$ cat config.mk
export PLATFORM = sky130hd
export DESIGN_NAME = writeback_flat
export DESIGN_NICKNAME = d
export VERILOG_FILES = /design/src/rtl/writeback_if.sv /design/src/rtl/writeback.sv /design/src/flat_wrapper.sv
export SDC_FILE = /design/constraint.sdc
export NUM_CORES = 1
export LEC_CHECK = 0
export CAP_MARGIN = 20
export CELL_PAD_IN_SITES_DETAIL_PLACEMENT = 2
export CELL_PAD_IN_SITES_GLOBAL_PLACEMENT = 2
export CORE_MARGIN = 10
export CORE_UTILIZATION = 22
export CTS_BUF_LIST = sky130_fd_sc_hd__clkbuf_16
export CTS_CLUSTER_SIZE = 40
export DETAILED_ROUTE_END_ITERATION = 16
export PLACE_DENSITY = 0.81
export SLEW_MARGIN = 25
export SYNTH_ARGS = -nofsm -noshare
export SYNTH_HDL_FRONTEND = slang
export SYNTH_SLANG_ARGS = --single-unit
$ cat constraint.sdc
create_clock -name clk -period 3.11 [get_ports clk]
set_input_delay 0.7775 -clock clk [delete_from_list [all_inputs] [get_ports clk]]
set_output_delay 0.7775 -clock clk [all_outputs]
set_load 0.1 [all_outputs]
$ cat src/rtl/writeback_if.sv
// Writeback-stage bus: execute-stage offer, load response and register-file write port.
// master drives the execute/memory side, slave is the writeback stage itself.
interface writeback_if #(
  parameter int WIDTH  = 32,
  parameter int ADDR_W = 5
);
  logic              ex_valid;
  logic              ex_ready;
  logic              flush;
  logic [WIDTH-1:0]  ex_pc;
  logic [WIDTH-1:0]  ex_alu_result;
  logic [ADDR_W-1:0] ex_rd;
  logic              ex_reg_write;
  logic [1:0]        ex_result_src;
  logic [2:0]        ex_funct3;
  logic              mem_rvalid;
  logic [WIDTH-1:0]  mem_rdata;
  logic              wr_en;
  logic [ADDR_W-1:0] rd_addr;
  logic [WIDTH-1:0]  rd_data;
  logic              retire_valid;

  modport master (
    output ex_valid, flush, ex_pc, ex_alu_result, ex_rd, ex_reg_write,
           ex_result_src, ex_funct3, mem_rvalid, mem_rdata,
    input  ex_ready, wr_en, rd_addr, rd_data, retire_valid
  );

  modport slave (
    input  ex_valid, flush, ex_pc, ex_alu_result, ex_rd, ex_reg_write,
           ex_result_src, ex_funct3, mem_rvalid, mem_rdata,
    output ex_ready, wr_en, rd_addr, rd_data, retire_valid
  );
endinterface

$ cat src/rtl/writeback.sv
// Writeback stage: commits ALU/PC+4 results and aligned load data to the register file.
// Latency 1 for non-loads, 1 after mem_rvalid for loads; ex_ready low while a load waits.
// Optional 64-bit retired-instruction counter (instret) when RETIRE_CNT_EN is defined.
module writeback #(
  parameter int WIDTH  = 32,
  parameter int ADDR_W = 5
) (
  input  logic        clk,
  input  logic        rst,
  writeback_if.slave  bus
`ifdef RETIRE_CNT_EN
  ,
  output logic [63:0] instret
`endif
);

  typedef enum logic {IDLE, WAIT_MEM} state_t;

  state_t            state, state_nxt;
  logic [ADDR_W-1:0] ld_rd;
  logic              ld_we;
  logic [2:0]        ld_f3;
  logic [1:0]        ld_off;

  logic              wr_en_q, retire_q;
  logic [ADDR_W-1:0] rd_addr_q;
  logic [WIDTH-1:0]  rd_data_q;

  logic              accept, is_load, commit, we_nxt;
  logic [ADDR_W-1:0] rd_nxt;
  logic [WIDTH-1:0]  data_nxt, load_data;
  logic [7:0]        byte_v;
  logic [15:0]       half_v;

  assign bus.ex_ready     = (state == IDLE);
  assign bus.wr_en        = wr_en_q;
  assign bus.rd_addr      = rd_addr_q;
  assign bus.rd_data      = rd_data_q;
  assign bus.retire_valid = retire_q;

  // Load alignment uses the offset/size captured at accept time, not the live ex_* inputs.
  always_comb begin
    byte_v    = bus.mem_rdata[7:0];
    half_v    = ld_off[1] ? bus.mem_rdata[31:16] : bus.mem_rdata[15:0];
    load_data = bus.mem_rdata;
    case (ld_off)
      2'd0:    byte_v = bus.mem_rdata[7:0];
      2'd1:    byte_v = bus.mem_rdata[15:8];
      2'd2:    byte_v = bus.mem_rdata[23:16];
      default: byte_v = bus.mem_rdata[31:24];
    endcase
    case (ld_f3)
      3'b000:  load_data = {{(WIDTH-8){byte_v[7]}}, byte_v};
      3'b100:  load_data = {{(WIDTH-8){1'b0}}, byte_v};
      3'b001:  load_data = {{(WIDTH-16){half_v[15]}}, half_v};
      3'b101:  load_data = {{(WIDTH-16){1'b0}}, half_v};
      default: load_data = bus.mem_rdata;
    endcase
  end

  always_comb begin
    state_nxt = state;
    commit    = 1'b0;
    we_nxt    = 1'b0;
    rd_nxt    = '0;
    data_nxt  = '0;
    accept    = bus.ex_valid && (state == IDLE) && !bus.flush;
    is_load   = (bus.ex_result_src == 2'b01);
    case (state)
      IDLE: begin
        if (accept) begin
          if (is_load) begin
            state_nxt = WAIT_MEM;
          end else begin
            commit   = 1'b1;
            we_nxt   = bus.ex_reg_write && (bus.ex_rd != '0);
            rd_nxt   = bus.ex_rd;
            data_nxt = (bus.ex_result_src == 2'b10) ? bus.ex_pc + WIDTH'(4)
                                                    : bus.ex_alu_result;
          end
        end
      end
      WAIT_MEM: begin
        // flush is deliberately ignored here: an accepted load always completes.
        if (bus.mem_rvalid) begin
          commit    = 1'b1;
          we_nxt    = ld_we && (ld_rd != '0);
          rd_nxt    = ld_rd;
          data_nxt  = load_data;
          state_nxt = IDLE;
        end
      end
      default: state_nxt = IDLE;
    endcase
  end

  always_ff @(posedge clk) begin
    if (rst) begin
      state     <= IDLE;
      wr_en_q   <= 1'b0;
      retire_q  <= 1'b0;
      rd_addr_q <= '0;
      rd_data_q <= '0;
      ld_rd     <= '0;
      ld_we     <= 1'b0;
      ld_f3     <= 3'b000;
      ld_off    <= 2'b00;
    end else begin
      state    <= state_nxt;
      wr_en_q  <= commit && we_nxt;
      retire_q <= commit;
      if (commit) begin
        rd_addr_q <= rd_nxt;
        rd_data_q <= data_nxt;
      end
      if (accept && is_load) begin
        ld_rd  <= bus.ex_rd;
        ld_we  <= bus.ex_reg_write;
        ld_f3  <= bus.ex_funct3;
        ld_off <= bus.ex_alu_result[1:0];
      end
    end
  end

`ifdef RETIRE_CNT_EN
  always_ff @(posedge clk) begin
    if (rst)           instret <= '0;
    else if (retire_q) instret <= instret + 64'd1;
  end
`endif

endmodule
$ cat src/flat_wrapper.sv
// flat-port wrapper written by rule: the top's interface ports become plain ports
module writeback_flat 
#(
  parameter int WIDTH  = 32,
  parameter int ADDR_W = 5
)
  (clk, rst, bus_ex_valid, bus_flush, bus_ex_pc, bus_ex_alu_result, bus_ex_rd, bus_ex_reg_write, bus_ex_result_src, bus_ex_funct3, bus_mem_rvalid, bus_mem_rdata, bus_ex_ready, bus_wr_en, bus_rd_addr, bus_rd_data, bus_retire_valid);
  writeback_if #(.WIDTH(WIDTH), .ADDR_W(ADDR_W)) bus_i ();
  input  logic clk;
  input  logic rst;
  input wire logic [$bits(bus_i.ex_valid)-1:0] bus_ex_valid;
  input wire logic [$bits(bus_i.flush)-1:0] bus_flush;
  input wire logic [$bits(bus_i.ex_pc)-1:0] bus_ex_pc;
  input wire logic [$bits(bus_i.ex_alu_result)-1:0] bus_ex_alu_result;
  input wire logic [$bits(bus_i.ex_rd)-1:0] bus_ex_rd;
  input wire logic [$bits(bus_i.ex_reg_write)-1:0] bus_ex_reg_write;
  input wire logic [$bits(bus_i.ex_result_src)-1:0] bus_ex_result_src;
  input wire logic [$bits(bus_i.ex_funct3)-1:0] bus_ex_funct3;
  input wire logic [$bits(bus_i.mem_rvalid)-1:0] bus_mem_rvalid;
  input wire logic [$bits(bus_i.mem_rdata)-1:0] bus_mem_rdata;
  output wire logic [$bits(bus_i.ex_ready)-1:0] bus_ex_ready;
  output wire logic [$bits(bus_i.wr_en)-1:0] bus_wr_en;
  output wire logic [$bits(bus_i.rd_addr)-1:0] bus_rd_addr;
  output wire logic [$bits(bus_i.rd_data)-1:0] bus_rd_data;
  output wire logic [$bits(bus_i.retire_valid)-1:0] bus_retire_valid;
  assign bus_i.ex_valid = bus_ex_valid;
  assign bus_i.flush = bus_flush;
  assign bus_i.ex_pc = bus_ex_pc;
  assign bus_i.ex_alu_result = bus_ex_alu_result;
  assign bus_i.ex_rd = bus_ex_rd;
  assign bus_i.ex_reg_write = bus_ex_reg_write;
  assign bus_i.ex_result_src = bus_ex_result_src;
  assign bus_i.ex_funct3 = bus_ex_funct3;
  assign bus_i.mem_rvalid = bus_mem_rvalid;
  assign bus_i.mem_rdata = bus_mem_rdata;
  assign bus_ex_ready = bus_i.ex_ready;
  assign bus_wr_en = bus_i.wr_en;
  assign bus_rd_addr = bus_i.rd_addr;
  assign bus_rd_data = bus_i.rd_data;
  assign bus_retire_valid = bus_i.retire_valid;
  writeback #(.WIDTH(WIDTH), .ADDR_W(ADDR_W)) u_core (.clk(clk), .rst(rst), .bus(bus_i));
endmodule
Selected gate families:
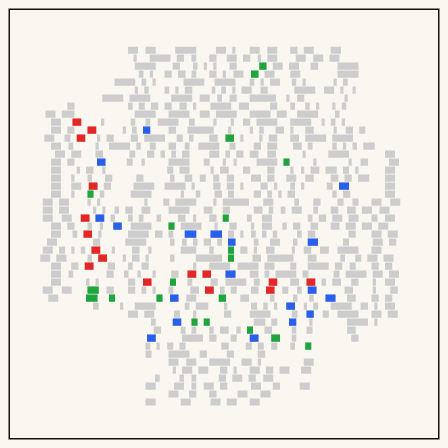
legend:
  blue:
    family: non-inverting ao/oa cells
    cells: 19
  green:
    family: and/or cells
    cells: 20
  red:
    family: xor and xnor cells
    cells: 16
count of non-filler cells in the finished layout: 829
most common cell after layout, fill and taps aside: clkdlybuf4s50_1
logic share of the area: 42.2%

Metal layers overlaid:
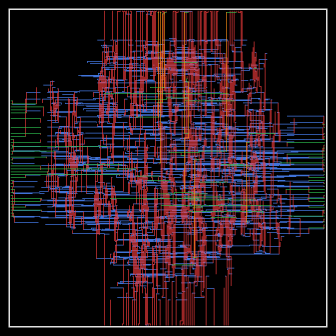
legend:
  blue:
    layer: metal 1
    wire_length: 8,440 um
  red:
    layer: metal 2
    wire_length: 9,410 um
  orange:
    layer: metal 4
    wire_length: 447 um
  green:
    layer: metal 3
    wire_length: 1,030 um
final WL: 19,300 um
Vias: 4,376
Routed WL per cell: 23.3 um

Cell area per tile:
15 x 15 tiles, from white (low) to dark blue (high), 0 to 100% covered.
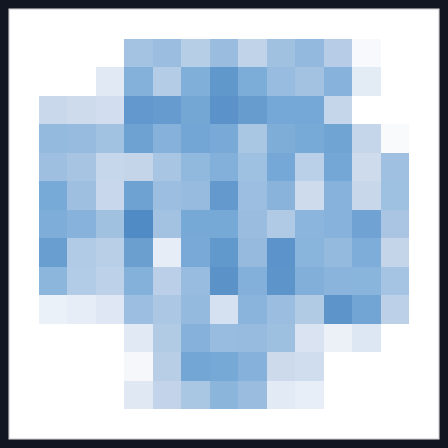
densest ninth of the die: middle
emptiest ninth of the die: bottom left
mean over tiles: 24%
CORE AREA: 15,300 um2
FP Util: 22.7%
final core occ: 35.2%

==> metrics.cfg <==
[layout]
flop_area_um2=1020
design_area_um2=5400
finalNetCount=728
syn_to_final_growth_pct=55.5
nFillCells=1784
comb_area_um2=2280
drive_above_1_share_pct=14.9

[floorplan]
fp.dieH_um=146
chip_area_um2=21200
die_width_um=146
fp-row-count=45
io_pins=152

[yosys]
synth_area_um2=3470
synth_cell_types=54
synth_nets=579
numSynthFlops=51
ys_area_um2=3470
top_logic_kind=AND-OR/OR-AND gates
synth_top_flop_cell=dfxtp_1
simple_gate_share_pct=26.7
yosysWarnings=0
common_cells=nand2_1, dfxtp_1, a21oi_1, clkbuf_1, nor2_1
adder_share_pct=0.360
yosys.area_share.aoi_pct=31.1
most_common_cell=nand2_1
ys_sh_mux_pct=3.28
yosysSeqAreaShare_pct=29.4
synth-edff-count=0
top_area_cell=dfxtp_1
top_area_share_pct=29.4
synthArstFlopShare_pct=0
yosysCellCount=466
xor_share_pct=4.04
top_cells_by_area=dfxtp_1, a21oi_1, nand2_1
postSynthCellCount=466
synth.avg_cell_area_um2=7.45

[grt]
grt_pass1_wl_um=29200
grt_max_degree=35
grt_overflow=0
grt_antenna_before_repair=1
grt_pass1_vias=4866

[routing]
drtPass1Iterations=4
drc=0
drtIter0Drc=317
vias_per_cell=5.28

[worst_setup_path]
r2r-end=u_core.bus.rd_data[26]
cp.required_ns=3.34
critPathKind=input port to flop
r2r_slack_ns=0.83
arrival_ns=3.06
end_kind=flop
crit_start=bus_ex_pc[2]
cp_max_fo=4
r2r_start=u_core.ld_off[1]
rr_worst_depth=5
cp-start-kind=input port

[power_and_ir_drop]
powerDensity_nw_per_um2=369
ir_drop_v=0.000186
p_leak_nw=1.84

[placed_design]
dpl_cell_area_um2=5240
gp_congestion=0.888
pre_cts_slack_ns=-0.0449
dp_hpwl_um=15900
numPortBuffers=151

[run]
log.warning_count=26
max_cap_viol_count=0

[final_timing]
fin_ws_ns=0.280
finalSetupViolations=0
max_freq_mhz=353
rsz0062_at_grt=false
min_period_ns=2.83
finalHoldViolCount=0
fin_skew_ns=0.00917
fin_crit_sh_pct=91.0
max_slew_margin_pct=36.3
worst_pin_slew_ns=0.955
slew_viol_final=0

[clock_network]
cts_hold_buf=0
clock_sinks=51
clk_pin_slew_ns=0.08
clockBufferDepth=2
cts_tree=yes
post_cts_buffers=0
ctsResizeCount=0
clk-insertion-delay-late_ns=0.31
cts_made_buffers=5
clock_tree.root_cell=clkbuf_16

[hold_path]
whs_path_depth=2
hp-start=u_core.ld_we
worst_hold_path.endpoint=u_core.ld_we

[status]
outcome=completed

The metal 2 layer:
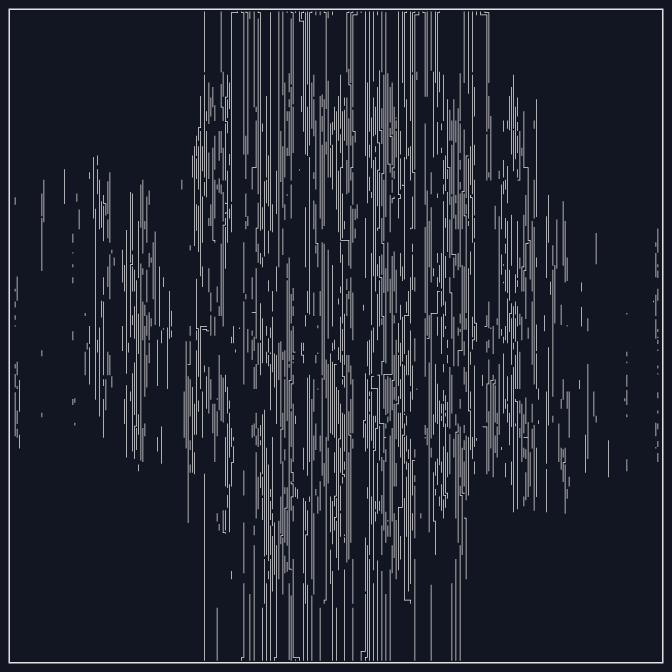
share of all routed wire: 49%
nets with wire on the layer: 672
main direction: vertical
longest straight run: 56.9 um
wire length on this layer: 9,410 um
met2 Use GR: 30.0%

Track usage over the die:
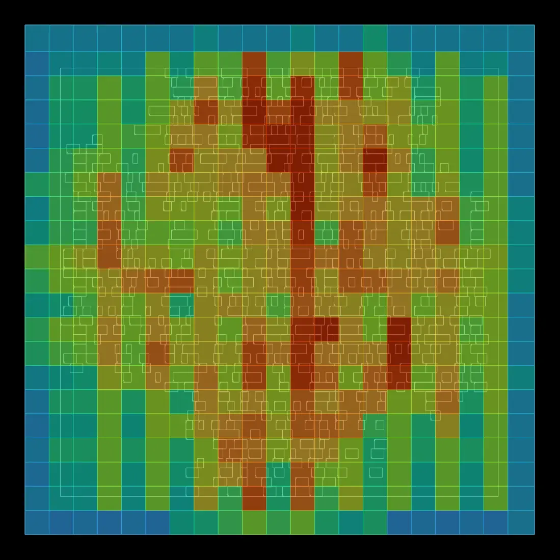
grt met1 use: 21.2%
most used routing layer: met2
met3 Use GR: 3.48%
total track usage: 17.4%

## kinds of logic (layout without fill, tap and decap cells)
group	after synthesis	in the layout
xor gates and xnor gates	16	16
buffers and inverters	47	197
DFF	51	51
and+or+nand+nor	182	182
other	0	2
adders and majority gates	1	1
AOI/OAI and AO/OA	158	158
muxes	11	11
## report_power, final
part	internal, mW	switching [mW]
registers	0.685	0.0223
logic	0.256	0.435
clock network	0.308	0.284
## cell type report
cell class	count	area share [%]
antenna	2	0.0927
clock buffer	5	2.32
clock inverter	3	0.533
inverter	11	0.765
multi-input combinational	368	42.2
sequential	51	18.9
tap	211	4.89
timing repair buffer	178	30.3
## stage by stage
stage                     hold slack (ns)  util (%)  power, mW  TNS [ns]  instances
after floorplan                     0.437         -       1.09         0        466
after global placement              0.447      34.2       1.39         0        819
after detailed placement            0.458      34.2       1.41   -0.0449        819
after CTS                           0.468      35.2       2.00         0        827
after global routing                0.495      35.2       2.07         0        828
final                               0.469      35.2       1.99         0        829
## critical path, stage by stage
cell and delay (ns):
clkdlybuf4s50_1 0.48, ha_1 0.20, nand3_2 0.12, or4_4 0.57, or4_1 0.49, a311o_1 0.35, o21ai_2 0.06
## worst max-delay path by stage
stage | endpoint | depth (start not counted)
after floorplan | u_core.bus.rd_data[18] | 6
after global placement | u_core.bus.rd_data[18] | 7
after detailed placement | u_core.bus.rd_data[18] | 7
after CTS | u_core.bus.rd_data[18] | 7
after global routing | u_core.bus.rd_data[18] | 7
final | u_core.bus.rd_data[18] | 7
## cell usage in the layout (no fill, tap or decap), types with 3 or more instances in the layout
master,synthesis,layout
clkbuf_16,0,5
dfxtp_1,51,51
mux2i_1,8,8
nand2b_1,15,15
nor2b_1,4,3
mux2_2,3,3
nor3_1,25,25
o32ai_1,5,5
o211ai_1,8,8
or3_1,7,7
and3_1,4,4
inv_1,11,11
nand3_1,12,12
xor2_1,4,4
buf_4,0,65
o21a_1,4,4
nand2_1,53,53
a211oi_1,6,6
clkdlybuf4s50_1,0,110
nor2_1,32,32
a21oi_1,44,43
xnor2_1,12,12
nor4_1,5,5
a311oi_1,3,3
a211o_1,3,3
nor3b_1,8,8
or4_1,3,3
a31oi_1,9,9
o22ai_1,9,9
nand4_1,4,4
a22oi_1,17,17
o21ai_0,17,17
o221ai_1,12,12
o31a_1,4,4
## routing by layer
layer  GRT usage (%)  part of all wire [%]  vias up
li1                -                     -     2045
met1            21.2                    44     2175
met2            30.0                    49      136
met3            3.48                   5.3       20
met4            5.11                   2.3        0
met5               0                     0        -
## state kept, by name (all words and copies together) (netlist names)
| register | count |
|---|---|
| u_core.ld_we | 1 |
| u_core.ld_rd | 5 |
| u_core.bus.rd_addr | 5 |
| u_core.bus.retire_valid | 1 |
| u_core.ld_off | 2 |
| u_core.ld_f3 | 3 |
| u_core.state | 1 |
| u_core.bus.wr_en | 1 |
| u_core.bus.rd_data | 32 |
Power and IR drop assume default switching activity.
